Figure 1. Port wiring (run 1).
(4 px per µm)
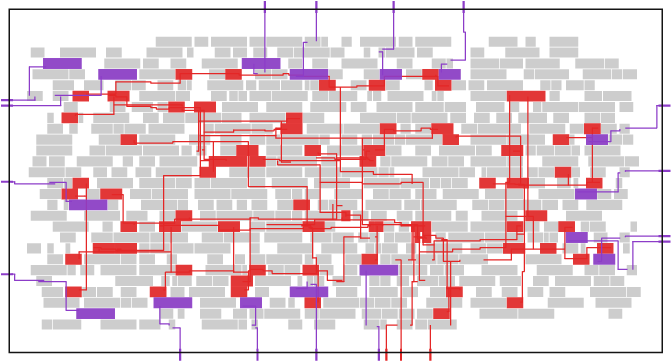
Figure 2. Clock network drawn from the DEF (run 1).
(4 px per µm)
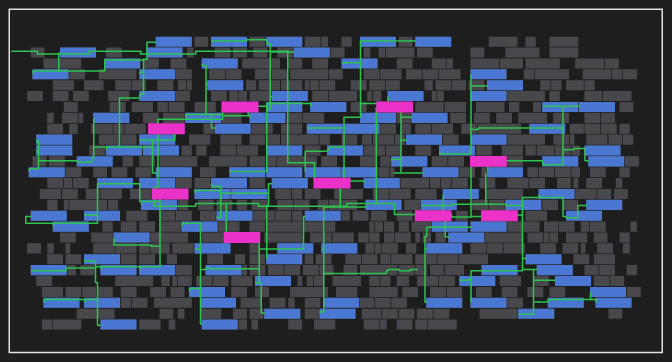
Figure 3. Gate families picked out (run 1).
(3 px per µm)
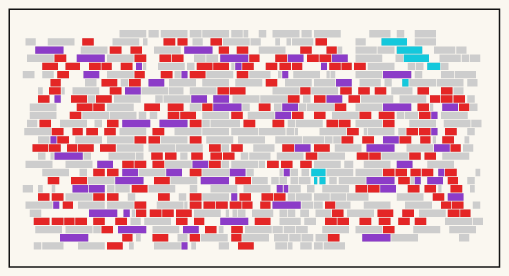
[src/rtl/register_file.sv]
// 8 x 16-bit register file: two combinational read ports, one synchronous write port, R0 hardwired to zero.
// Optional write-through forwarding on the read ports when REGFILE_BYPASS_EN is defined.
module register_file #(
    parameter int DATA_W = 16,
    parameter int ADDR_W = 3
) (
    input  logic [ADDR_W-1:0] RS,
    input  logic [ADDR_W-1:0] RT,
    input  logic [ADDR_W-1:0] RD,
    input  logic [DATA_W-1:0] WD,
    input  logic              we,
    input  logic              clk,
    output logic [DATA_W-1:0] RD1,
    output logic [DATA_W-1:0] RD2,
    input  logic              rst_n
);

    localparam int NREG = 2 ** ADDR_W;

    logic [DATA_W-1:0] regs [NREG];
    logic              wr_ok;

    // R0 is never a legal destination, so its storage stays at the reset value.
    assign wr_ok = we && (RD != '0);

    always_ff @(posedge clk or negedge rst_n) begin
        if (!rst_n) begin
            for (int i = 0; i < NREG; i++) begin
                regs[i] <= '0;
            end
        end else if (wr_ok) begin
            regs[RD] <= WD;
        end
    end

    always_comb begin
        RD1 = '0;
        RD2 = '0;
        if (RS != '0) begin
            RD1 = regs[RS];
        end
        if (RT != '0) begin
            RD2 = regs[RT];
        end
`ifdef REGFILE_BYPASS_EN
        // Forward the in-flight write; gated by rst_n so reset still reads as zero.
        if (rst_n && wr_ok && (RS == RD)) begin
            RD1 = WD;
        end
        if (rst_n && wr_ok && (RT == RD)) begin
            RD2 = WD;
        end
`endif
    end

endmodule

[config.mk]
export PLATFORM = sky130hd
export DESIGN_NAME = register_file
export DESIGN_NICKNAME = d
export VERILOG_FILES = /design/src/rtl/register_file.sv
export SDC_FILE = /design/constraint.sdc
export NUM_CORES = 1
export LEC_CHECK = 0
export CORE_ASPECT_RATIO = 0.5
export CORE_MARGIN = 4
export CORE_UTILIZATION = 52
export DETAILED_ROUTE_END_ITERATION = 7
export PLACE_DENSITY = 0.72
export SLEW_MARGIN = 20
export SYNTH_ARGS = -nofsm -noshare
export SYNTH_HDL_FRONTEND = slang
export SYNTH_SLANG_ARGS = --single-unit
export TNS_END_PERCENT = 50
[constraint.sdc]
create_clock -name clk -period 1.88 [get_ports clk]
set_input_delay 0.47 -clock clk [delete_from_list [all_inputs] [get_ports clk]]
set_output_delay 0.47 -clock clk [all_outputs]
set_load 0.02 [all_outputs]
==> metrics.yaml <==
synth_area_um2: 6240
nets: 600
cts_buffers: 9
status: "finished with violations"
hpwl_um: 10900
lay_top_cells: "mux2_2 (148), dfrtp_1 (112), buf_4 (58)"
reg.largest.list: "regs (112)"
via_per_inst: 6.05
coreArea_um2: 11400
cp_num_buf_inv: 4
crit_type: "primary input to output pin"
slowest_delay_ns: 0.30
yosysCellCount: 458
rsz0062_at_grt: "true"
setup_slack_ns: -0.214
row_count: 27
yosysTopAreaCellShare_pct: 44.9
violations: "setup timing"
ys_chip_area_um2: 6240
htreeDepth: 3
wl_per_cell_um: 23.6
power_density_nw_per_um2: 943
cp_top_family: "buffers and inverters"
slowest_stage: "mux2_4"
antenna_found_initial: 0
overflow: 0
largest_register: "regs"
synth_seq_share_pct: 44.9
largest_register_ff_count: 112
hold_violations: 0
crit_top_cell: "buf_12"
slew_headroom_pct: 58.3
synthesis.instances: 458
synth_area_per_cell_um2: 13.6
yosys.area.top_type: "dfrtp_1"
max_freq_ghz: 0.478
grt_start_max_net_pins: 113
critical_path_required_ns: 1.41
warnings: 31
slew_violations: 0
cp_cell_sequence: "buf_12 > buf_12 > mux2_4 > a221oi_2 > buf_4 > a221oi_4 > buf_6"
cp.arrival_ns: 1.62
track_usage_pct: 25.4
layout-drive-gt1-share_pct: 64.9
synth-warning-count: 0
die_y_um: 85.4
diodes: 0
worst_pin_slew_ns: 0.625
cts_tree: "yes"
cap_viol_max_count: 0
leakage_nw: 3.70
hold_slack_ns: 0.165
ys_top_cells_by_area: "dfrtp_1 (45%), mux2_2 (28%), a221oi_1 (6.6%)"
use_met1_pct: 36.7
synth.distinct_cells: 26
routabilityCongestion: 0.848
cts-root-buf: "clkbuf_16"
ir_drop_mv: 0.508
vias: 4445
grt_util_met3_pct: 4.12
endpoint_kind: "output pin"
min_period_ns: 2.09
syn_nets: 486
clock_sinks: 112
hp-class: "primary input to async pin"
drt_pass1_iterations: 4
die_x_um: 163
cp_max_fo: 8
core_util_floorplan_pct: 54.9
drc: 0
finalPower_mw: 8.03
synth_flops: 112
dieArea_um2: 13900
grt_pass1_vias: 4880
fin_crit_sh_pct: 111
grt_pass1_wl_um: 27500
antenna_left: 0
busiest_layer: "met2"
drt-initial-drc-count: 253
met2_usage_pct: 40.9
clk_path_buf_depth: 2
crit_path_start_kind: "primary input"
area_growth_pct: 36.5
postCtsHoldBufs: 0
clkSlewWorstSetupHoldPaths_ns: 0.07
routed_wl_um: 17300
setup_violations: 32
Back to the opening pictures, Figure 1:
Key: RT = red [bits 3, direction input, end cells 69, buffers 14, wire 1540 µm]; RD1 = purple [bits 16, direction output, end cells 16, buffers 16, wire 350 µm]
io pins: 60
port bufs: 59

Back to the opening pictures, Figure 2:
Key: clock drivers = magenta [count 9]; clock wires = green [length 1360 µm]; flip-flops = blue [count 112]
Position of the flops: widely spread. There are 10 routed clock nets.
clk_skew: 0 ns
Worst-Skew Late Latency: 0.34 ns
Power Clock: 1.96 mW

Back to the opening pictures, Figure 3:
Key: aoi and oai cells = purple [cells 65, most used a221oi_2]; nand cells = cyan [cells 8, most used nand4b_4]; mux cells = red [cells 208, most used mux2_2, where widely spread]
most frequent logic cell in the layout: mux2_2
Final Non-Filler Cells: 735
logic share of the area: 43.8%

## run 1: area by class of cell
| class | count | area (µm²) |
|---|---|---|
| Clock buffer | 13 | 260 |
| Clock inverter | 2 | 38.8 |
| Fill cell | 740 | 2830 |
| Inverter | 1 | 3.75 |
| Multi-Input combinational cell | 305 | 3730 |
| Sequential cell | 112 | 2800 |
| Tap cell | 159 | 199 |
| Timing Repair Buffer | 143 | 1490 |
## run 1: report_power, final
group          internal (mW)  switching [mW]  leakage, nW
combinational           1.54            1.17         2.21
clock                   1.10           0.859        0.146
sequential              2.94           0.416         1.34
## run 1: kinds of logic (layout without fill, tap and decap cells)
group | after synthesis | count (layout) | synth area share, %
AOI/OAI and AO/OA | 65 | 65 | 8.39
buffers and inverters | 42 | 159 | 4.83
DFF | 112 | 112 | 44.9
muxes | 208 | 208 | 38.1
and+or+nand+nor | 31 | 32 | 3.73
## run 1: stage by stage
step | cell area [µm²] | TNS [ns] | utilization [%] | instances | setup slack, ns
6_report | 8520 | -4.42 | 75.0 | 735 | -0.214
5_1_grt | 8520 | -5.89 | 75.0 | 735 | -0.257
4_1_cts | 8370 | -4.46 | 73.7 | 733 | -0.208
3_5_place_dp | 7700 | -51.36 | 67.9 | 709 | -1.32
3_3_place_gp | 7700 | -50.31 | 67.9 | 709 | -1.23
2_1_floorplan | 6480 | -1.69 | - | 458 | -0.113
## run 1: Yosys cell counts, drive strengths merged
library cell,number
nor2,15
nand4b,3
dfrtp,112
nand4,1
a31oi,1
a221oi,47
mux2i,32
o22ai,16
nor3,1
inv,1
nand2b,1
clkbuf,9
mux2,176
buf,32
nor2b,4
and2,1
a21oi,1
nand2,3
and4bb,2
## run 1: path summary, 6_finish.rpt
| kind | slack, ns | start | cells after the start | endpoint |
|---|---|---|---|---|
| setup reg to reg | 0.94 | regs[93] | 2 | regs[93] |
| hold / removal | 0.16 | rst_n | 2 | regs[59] |
| hold reg to reg | 0.54 | regs[40] | 1 | regs[40] |
| min in group clk | 0.54 | regs[40] | 1 | regs[40] |
| max in group asynchronous | 1.22 | rst_n | 2 | regs[30] |
| setup / recovery | -0.21 | RS[0] | 7 | RD1[14] |
## run 1: routing by layer
metal,vias up,wire length [µm]
met2,113,8140
li1,1998,-
met5,-,0
met4,0,146
met3,11,910
met1,2323,8140
## run 1: what timing repair did
| action | in CTS | in global routing |
|---|---|---|
| cloned | 2 | 1 |
| buffers inserted | 7 | 1 |
| endpoints found under the setup margin | 32 | 38 |
| gates resized | 234 | 24 |
| pin swaps | 16 | 14 |
Power figures rest on the tool's default switching activity, not on a simulated workload.
